==> config.mk <==
export PLATFORM = sky130hd
export DESIGN_NAME = multi_irq_controller_flat
export DESIGN_NICKNAME = d
export VERILOG_FILES = /design/src/rtl/multi_irq_controller_if.sv /design/src/rtl/multi_irq_controller.sv /design/src/flat_wrapper.sv
export SDC_FILE = /design/constraint.sdc
export NUM_CORES = 1
export LEC_CHECK = 0
export CAP_MARGIN = 20
export CORE_MARGIN = 4
export CORE_UTILIZATION = 35
export DETAILED_ROUTE_END_ITERATION = 10
export DONT_BUFFER_PORTS = 1
export PLACE_DENSITY = 0.45
export SLEW_MARGIN = 0
export SYNTH_ARGS = -nofsm -noshare
export SYNTH_HDL_FRONTEND = slang
export SYNTH_SLANG_ARGS = --single-unit
==> constraint.sdc <==
create_clock -name clk_ph1 -period 1.1 [get_ports clk_ph1]
set_input_delay 0.11 -clock clk_ph1 [delete_from_list [all_inputs] [get_ports clk_ph1]]
set_output_delay 0.11 -clock clk_ph1 [all_outputs]
set_load 0.02 [all_outputs]
==> src/rtl/multi_irq_controller_if.sv <==
// multi_irq_controller_if: CPU-side interrupt request/ack bundle
// master: CPU sequencer / sources drive requests, read detection results
// slave:  controller reads requests, drives pending/id/flags/vector
interface multi_irq_controller_if #(
    parameter int NUM_IRQ = 4,
    parameter int ID_W = NUM_IRQ > 1 ? $clog2(NUM_IRQ) : 1
);
    logic [NUM_IRQ-1:0] irq_n;
    logic               nmi_n;
    logic               irq_mask;
    logic               en_we;
    logic [NUM_IRQ-1:0] en_wdata;
    logic [NUM_IRQ-1:0] src_clr;
    logic               poll;
    logic               int_ack;
    logic               vec_fetch;
    logic [NUM_IRQ-1:0] irq_pending;
    logic [ID_W-1:0]    irq_id;
    logic               irq_id_valid;
    logic               irq_out;
    logic               nmi_out;
    logic               int_out;
    logic [1:0]         vec_sel;
    modport master (
        output irq_n, nmi_n, irq_mask, en_we, en_wdata, src_clr, poll, int_ack, vec_fetch,
        input  irq_pending, irq_id, irq_id_valid, irq_out, nmi_out, int_out, vec_sel
    );
    modport slave (
        input  irq_n, nmi_n, irq_mask, en_we, en_wdata, src_clr, poll, int_ack, vec_fetch,
        output irq_pending, irq_id, irq_id_valid, irq_out, nmi_out, int_out, vec_sel
    );
endinterface

==> src/rtl/multi_irq_controller.sv <==
// multi_irq_controller: multi-source IRQ + NMI detection and vector select for the 6502 core
// clk_ph1/rst: sole clock, synchronous active-high reset
// bus (slave): irq_n/nmi_n lines, irq_mask, enable write, src_clr, poll/int_ack/vec_fetch in;
//              irq_pending, irq_id(_valid), irq_out, nmi_out, int_out, vec_sel out
module multi_irq_controller #(
    parameter int                 NUM_IRQ     = 4,
    parameter logic [NUM_IRQ-1:0] EDGE_MASK   = '0,
    parameter int                 SYNC_STAGES = 2,
    parameter int                 ID_W        = NUM_IRQ > 1 ? $clog2(NUM_IRQ) : 1
) (
    input logic clk_ph1,
    input logic rst,
    multi_irq_controller_if.slave bus
);
    logic [NUM_IRQ:0]   raw, s, prev, fall;
    logic [NUM_IRQ-1:0] en, pending, act;
    logic               nmi_det, reset_flag;
    logic [1:0]         vec_now;
    // bit NUM_IRQ carries nmi_n through the same synchroniser as the IRQ lines
    assign raw = {bus.nmi_n, bus.irq_n};
    generate
        if (SYNC_STAGES == 0) begin : g_nosync
            assign s = raw;
        end else begin : g_sync
            logic [NUM_IRQ:0] chain [SYNC_STAGES];
            always_ff @(posedge clk_ph1) begin
                if (rst) begin
                    for (int i = 0; i < SYNC_STAGES; i++) chain[i] <= '1;
                end else begin
                    chain[0] <= raw;
                    for (int i = 1; i < SYNC_STAGES; i++) chain[i] <= chain[i-1];
                end
            end
            assign s = chain[SYNC_STAGES-1];
        end
    endgenerate
    assign fall    = prev & ~s;
    assign act     = pending & en;
    assign vec_now = reset_flag ? 2'b10 : bus.nmi_out ? 2'b01 : 2'b00;
    assign bus.irq_pending  = pending;
    assign bus.irq_id_valid = |act;
    always_comb begin
        bus.irq_id = '0;
        for (int i = NUM_IRQ - 1; i >= 0; i--) if (act[i]) bus.irq_id = ID_W'(i);
    end
    always_ff @(posedge clk_ph1) begin
        if (rst) begin
            prev        <= '1;
            en          <= '1;
            pending     <= '0;
            nmi_det     <= 1'b0;
            reset_flag  <= 1'b1;
            bus.irq_out <= 1'b0;
            bus.nmi_out <= 1'b0;
            bus.int_out <= 1'b1;
            bus.vec_sel <= 2'b10;
        end else begin
            prev        <= s;
            // edge sources: set on fall, hold until cleared, set beats clear; level sources track the line
            pending     <= (EDGE_MASK & (fall[NUM_IRQ-1:0] | (pending & ~bus.src_clr)))
                         | (~EDGE_MASK & ~s[NUM_IRQ-1:0]);
            if (bus.en_we) en <= bus.en_wdata;
            bus.irq_out <= (|act) & ~bus.irq_mask;
            nmi_det     <= fall[NUM_IRQ] | (nmi_det & ~(bus.vec_fetch & (vec_now == 2'b01)));
            bus.nmi_out <= nmi_det;
            bus.int_out <= bus.int_ack ? 1'b0 : (bus.poll & (bus.irq_out | bus.nmi_out)) | bus.int_out;
            if (bus.vec_fetch) begin
                bus.vec_sel <= vec_now;
                reset_flag  <= 1'b0;
            end
        end
    end
endmodule

==> src/flat_wrapper.sv <==
// flat-port wrapper written by rule: the top's interface ports become plain ports
module multi_irq_controller_flat 
#(
    parameter int                 NUM_IRQ     = 4,
    parameter logic [NUM_IRQ-1:0] EDGE_MASK   = '0,
    parameter int                 SYNC_STAGES = 2,
    parameter int                 ID_W        = NUM_IRQ > 1 ? $clog2(NUM_IRQ) : 1
)
  (clk_ph1, rst, bus_irq_n, bus_nmi_n, bus_irq_mask, bus_en_we, bus_en_wdata, bus_src_clr, bus_poll, bus_int_ack, bus_vec_fetch, bus_irq_pending, bus_irq_id, bus_irq_id_valid, bus_irq_out, bus_nmi_out, bus_int_out, bus_vec_sel);
  multi_irq_controller_if #(.NUM_IRQ(NUM_IRQ), .ID_W(ID_W)) bus_i ();
  input logic clk_ph1;
  input logic rst;
  input wire logic [$bits(bus_i.irq_n)-1:0] bus_irq_n;
  input wire logic [$bits(bus_i.nmi_n)-1:0] bus_nmi_n;
  input wire logic [$bits(bus_i.irq_mask)-1:0] bus_irq_mask;
  input wire logic [$bits(bus_i.en_we)-1:0] bus_en_we;
  input wire logic [$bits(bus_i.en_wdata)-1:0] bus_en_wdata;
  input wire logic [$bits(bus_i.src_clr)-1:0] bus_src_clr;
  input wire logic [$bits(bus_i.poll)-1:0] bus_poll;
  input wire logic [$bits(bus_i.int_ack)-1:0] bus_int_ack;
  input wire logic [$bits(bus_i.vec_fetch)-1:0] bus_vec_fetch;
  output wire logic [$bits(bus_i.irq_pending)-1:0] bus_irq_pending;
  output wire logic [$bits(bus_i.irq_id)-1:0] bus_irq_id;
  output wire logic [$bits(bus_i.irq_id_valid)-1:0] bus_irq_id_valid;
  output wire logic [$bits(bus_i.irq_out)-1:0] bus_irq_out;
  output wire logic [$bits(bus_i.nmi_out)-1:0] bus_nmi_out;
  output wire logic [$bits(bus_i.int_out)-1:0] bus_int_out;
  output wire logic [$bits(bus_i.vec_sel)-1:0] bus_vec_sel;
  assign bus_i.irq_n = bus_irq_n;
  assign bus_i.nmi_n = bus_nmi_n;
  assign bus_i.irq_mask = bus_irq_mask;
  assign bus_i.en_we = bus_en_we;
  assign bus_i.en_wdata = bus_en_wdata;
  assign bus_i.src_clr = bus_src_clr;
  assign bus_i.poll = bus_poll;
  assign bus_i.int_ack = bus_int_ack;
  assign bus_i.vec_fetch = bus_vec_fetch;
  assign bus_irq_pending = bus_i.irq_pending;
  assign bus_irq_id = bus_i.irq_id;
  assign bus_irq_id_valid = bus_i.irq_id_valid;
  assign bus_irq_out = bus_i.irq_out;
  assign bus_nmi_out = bus_i.nmi_out;
  assign bus_int_out = bus_i.int_out;
  assign bus_vec_sel = bus_i.vec_sel;
  multi_irq_controller #(.NUM_IRQ(NUM_IRQ), .EDGE_MASK(EDGE_MASK), .SYNC_STAGES(SYNC_STAGES), .ID_W(ID_W)) u_core (.clk_ph1(clk_ph1), .rst(rst), .bus(bus_i));
endmodule
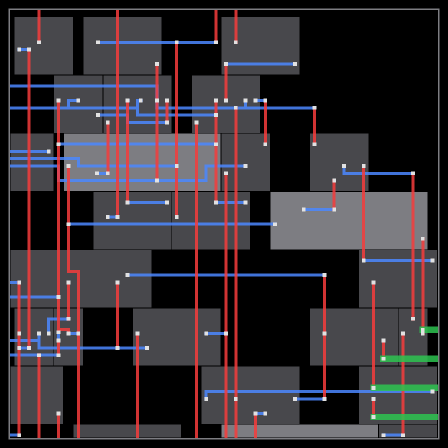
**Above:** run 1 (close-up of the layout).
Window x 32 to 52, y 32 to 52 um. Cells in grey, sequential cells in the stronger grey; small squares are vias.
| colour | layer |
|---|---|
| blue | M1 |
| green | M3 |
| red | M2 |
sequential cells in the window: 2
most frequent: dlygate4sd3_1 (8)
netlist names of flops here include: u_core.bus.int_out (1), u_core.en (1)
cells with their middle in the window: 23

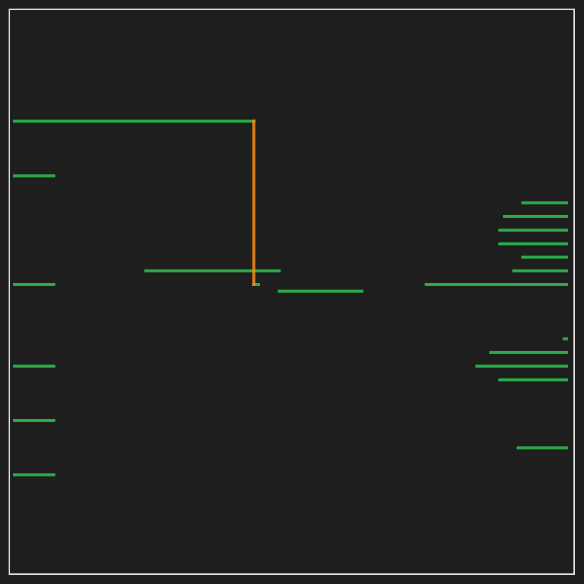
**Above:** run 1 (signal wires by layer).
(10 px per um) Only two layers are drawn.
| colour | layer | wire length |
|---|---|---|
| green | M3 | 141 um |
| orange | M4 | 16.3 um |
Total GRT Usage: 9.79%
post-DR wirelength/cell: 11.2 um
Via Count: 598
routed wire length: 1460 um

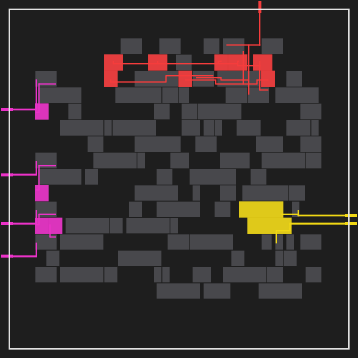
**Above:** run 1 (wires at chosen ports, followed through buffers).
(6 px per um)
| colour | port | bits | direction | edge | end cells | buffers | wire |
|---|---|---|---|---|---|---|---|
| red | bus_en_we | 1 | input | top | 8 | 3 | 100 um |
| magenta | bus_irq_n | 4 | input | left | 4 | 4 | 50.4 um |
| yellow | bus_vec_sel | 2 | output | right | 2 | 0 | 25.7 um |

==> results.py, run 1 <==
# Auto-generated metrics
metrics = {
    "worst_hold_path": {
        "hp-start": "bus_poll",
    },
    "clocking": {
        "clock-sinks": 26,
        "root_buffer": "clkbuf_4",
        "numCtsBuffers": 3,
        "cts_htree_levels": 1,
        "cts_tree": "yes",
        "clockBufferDepth": 2,
    },
    "timing": {
        "hold_slack_ns": 0.0591,
        "max_freq_mhz": 773,
        "tightest_slew_ns": 0.724,
        "setup_viol": 3,
        "setup_ws_ns": -0.194,
        "maxSlewViolCount": 0,
        "fin_skew_ns": 0.00443,
    },
    "die": {
        "ios": 32,
    },
    "grt": {
        "grt_pass1_vias": 512,
        "grt_pass1_wl_um": 2350,
    },
    "synth": {
        "synthesis.area_sq_um": 818,
        "ys_ff": 26,
        "ys_seq_share_pct": 63.6,
        "synth_top_area_share_pct": 63.6,
        "logic_family": "simple AND/OR/NAND/NOR gates",
        "ys_cells": 73,
        "synthDistinctLibCells": 17,
        "topCellsByArea": "dfxtp_1 64%, or2_2 6.1%, nor2b_1 4.6%",
        "ys_sh_mux_pct": 0,
        "synth_area_leader_cell": "dfxtp_1",
    },
    "finish": {
        "antennaDiodeCount": 0,
        "syn2layout_area_growth_pct": 40.1,
        "finalNetCount": 123,
        "flop_area_sq_um": 526,
    },
    "critical_path": {
        "endpoint_kind": "output port",
        "r2r_start": "u_core.g_sync.chain[0][7]",
        "endpoint": "bus_irq_id[1]",
        "crit_start": "u_core.bus.irq_pending[1]",
        "path_class": "reg2out",
    },
    "power_and_ir_drop": {
        "pwr-share-clk_pct": 28.0,
        "seq-power_mw": 1.01,
        "intPower_mw": 1.29,
    },
    "drt": {
        "ant_nets": 0,
    },
    "placed_design": {
        "place_area_sq_um": 903,
        "placed_cells": 107,
    },
    "outcome": {
        "outcome": "complete, but fails checks",
        "violations": "setup timing",
    },
}
==> run 1: area by class of cell <==
class | instances | area share (%)
flip-flops and latches | 26 | 45.9
multi-input cells | 43 | 25.1
repair buffers | 27 | 22.2
clock buffers | 4 | 3.17
well taps | 28 | 3.06
inverters | 2 | 0.655
==> run 1: registers in the layout (all words and copies together), names as in the netlist <==
| signal | cells |
|---|---|
| u_core.bus.int_out | 1 |
| u_core.bus.irq_out | 1 |
| u_core.bus.irq_pending | 4 |
| u_core.bus.nmi_out | 1 |
| u_core.bus.vec_sel | 2 |
| u_core.en | 4 |
| u_core.g_sync.chain | 10 |
| u_core.nmi_det | 1 |
| u_core.prev | 1 |
| u_core.reset_flag | 1 |
==> run 1: per-layer routing <==
layer | up-vias | part of all wire [%] | global-route usage, % | routed length, um
li1 | 300 | - | - | -
met1 | 274 | 42 | 11.4 | 620
met2 | 22 | 47 | 15.2 | 681
met3 | 2 | 9.7 | 5.52 | 141
met4 | 0 | 1.1 | 3.05 | 16
met5 | - | 0 | 0 | 0
==> run 1: worst max-delay path, stage by stage (launching register included) <==
cell and delay [ns]:
dfxtp_2 0.34, a22o_1 0.23, a21oi_1 0.14, buf_4 0.16
==> run 1: cells in the mapped netlist (all sizes together) <==
cell,n
or2,10
nand2,4
a21oi,3
a32oi,1
nand3b,1
a21o,1
inv,2
nor3b,1
a22o,2
o21bai,2
a211o,4
nor2b,6
dfxtp,26
buf,2
nor2,7
o21a,1
==> run 1: repair_timing <==
action	4_1_cts	5_1_grt
hold buffers	17	1
hold endpoints to repair	25	2
gates resized	6	2
setup endpoints to repair	3	23
pin swaps	1	1
buffers inserted	1	0
==> run 1: kinds of logic after synthesis <==
group           Yosys count
compound gates           14
simple gates             29
buf+inv                   4
flops                    26
==> run 1 -> run 2 <==
- PLACE_DENSITY: 0.45 -> 0.46
==> results.py, run 2 <==
# Auto-generated metrics
metrics = {
    "finish": {
        "largest_reg_flops": 10,
        "antennaDiodeCount": 0,
        "syn2layout_area_growth_pct": 39.9,
        "finalNetCount": 123,
        "largest-register": "u_core.g_sync.chain",
    },
    "critical_path": {
        "crit_slowest_cell": "dfxtp_2",
        "cp_max_fo": 2,
        "path_cells": "a22o_1 -> nand3b_4 -> buf_6",
        "endpoint_kind": "output port",
        "crit_start": "u_core.bus.irq_pending[1]",
        "slowest_delay_ns": 0.34,
        "path_class": "reg2out",
        "r2r_start": "u_core.g_sync.chain[0][5]",
    },
    "synth": {
        "synth.most_common_cell": "dfxtp_1",
        "synthesis.area_sq_um": 818,
        "synth_area_leader_cell": "dfxtp_1",
        "netlist_instances": 73,
        "syn_avg_cell_area_sq_um": 11.2,
        "synthFlopType": "dfxtp_1",
        "ys_cells": 73,
        "ys_ff": 26,
        "synthDistinctLibCells": 17,
        "synth_top_area_share_pct": 63.6,
        "ys_seq_share_pct": 63.6,
        "edf_count": 0,
        "topCellsByArea": "dfxtp_1 64%, or2_2 6.1%, nor2b_1 4.6%",
        "async_flop_share_pct": 0,
        "synthTopCellsByCount": "26 x dfxtp_1, 8 x or2_2, 7 x nor2_1, 6 x nor2b_1",
    },
    "grt": {
        "grt_util_all_layers_pct": 10.5,
        "grt_pass1_wl_um": 2620,
        "grt_use_met1_pct": 10.7,
        "grt_util_met3_pct": 5.75,
        "met2_usage_pct": 18.0,
        "grt.busiest_layer": "met2",
        "grt_pass1_vias": 629,
    },
    "drt": {
        "routedWlPerCell_um": 11.6,
        "route.met3.wl_um": 118,
        "drt-met1-wl_um": 654,
        "dr_wl_met2_um": 716,
        "drt_wl_total_um": 1500,
        "ant_nets": 0,
        "via_count": 581,
        "top_layer": "met4",
    },
    "timing": {
        "setup_viol": 3,
        "maxSlewViolCount": 0,
        "max_freq_mhz": 780,
        "fin_skew_ns": 0.00513,
        "setup_ws_ns": -0.183,
        "tightest_slew_ns": 0.709,
    },
    "outcome": {
        "violations": "setup timing",
        "outcome": "complete, but fails checks",
    },
    "power_and_ir_drop": {
        "pwr-share-clk_pct": 27.9,
        "seq-power_mw": 1.01,
        "power.density_nw_per_um2": 1420,
    },
    "clocking": {
        "clock-sinks": 26,
        "cts_htree_levels": 1,
        "root_buffer": "clkbuf_4",
        "numCtsBuffers": 3,
        "cts_tree": "yes",
        "clockBufferDepth": 2,
    },
    "worst_hold_path": {
        "hp-start": "bus_poll",
    },
    "die": {
        "ios": 32,
    },
    "placed_design": {
        "placed_cells": 107,
        "place_congestion": 0.616,
    },
}
## run 2: kinds of logic (layout without fill, tap and decap cells)
group,Yosys count,count (layout),share of synthesized area [%]
AND/OR/NAND/NOR,29,29,21.3
flip-flops,26,26,63.6
AND-OR/OR-AND,14,14,13.0
buffers and inverters,4,33,2.14
## run 2: path summary, 6_finish.rpt
path,endpoint,slack [ns],cells past startpoint
hold reg to reg,u_core.bus.irq_pending[3],0.39,1
hold / removal,u_core.bus.int_out,0.05,3
setup reg to reg,u_core.bus.irq_pending[0],0.10,2
setup / recovery,bus_irq_id_valid,-0.18,3
## run 2: worst max-delay path: cells and delay by family (launching register included)
family / cells / cell delay (ns)
DFF: 1 / 0.34
AOI/OAI and AO/OA: 1 / 0.24
and+or+nand+nor: 1 / 0.16
buffers and inverters: 1 / 0.13
## run 2: final cells by class
type / instances / area (sq um)
multi-input cells: 43 / 288
clock buffers: 4 / 36.3
well taps: 28 / 35.0
flip-flops and latches: 26 / 524
inverters: 2 / 7.51
fillers: 210 / 1070
repair buffers: 27 / 254
## run 2: through the flow
stage	utilization, %	setup TNS (ns)	hold slack (ns)	setup slack [ns]	cell area, sq um
2_1_floorplan	-	0	0.180	0.00733	818
3_3_place_gp	40.8	0	0.179	0.120	903
3_5_place_dp	40.8	0	0.182	0.121	903
4_1_cts	51.0	-0.831	0.00367	-0.216	1130
5_1_grt	51.8	-0.814	0.0363	-0.279	1140
6_report	51.8	-0.517	0.0511	-0.183	1140
## run 2: timing repair
action | 4_1_cts | 5_1_grt
endpoints found under the hold margin | 25 | 1
buffers inserted | 1 | 0
setup endpoints to repair | 3 | 22
hold buffers | 17 | 1
pin swaps | 1 | 0
gates resized | 5 | 2
cloned | 0 | 0
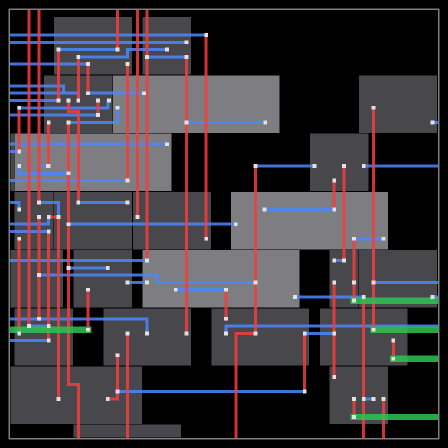
**Above:** run 2 (close-up of the layout).
Window x 32 to 52, y 32 to 52 um. Cells in grey, sequential cells in the stronger grey; small squares are vias.
| colour | layer |
|---|---|
| red | M2 |
| green | M3 |
| blue | M1 |
sequential cells in the window: 4
netlist names of flops here include: u_core.en (2)
most frequent: dlygate4sd3_1 (5), dfxtp_1 (3)
cells with their middle in the window: 22

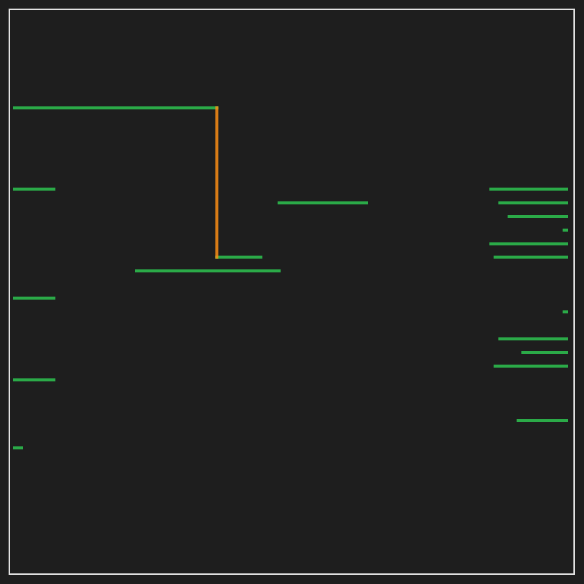
**Above:** run 2 (signal wires by layer).
(10 px per um) Only two layers are drawn.
| colour | layer | wire length |
|---|---|---|
| green | M3 | 118 um |
| orange | M4 | 15.0 um |

Power is estimated from default activity; no workload was simulated.
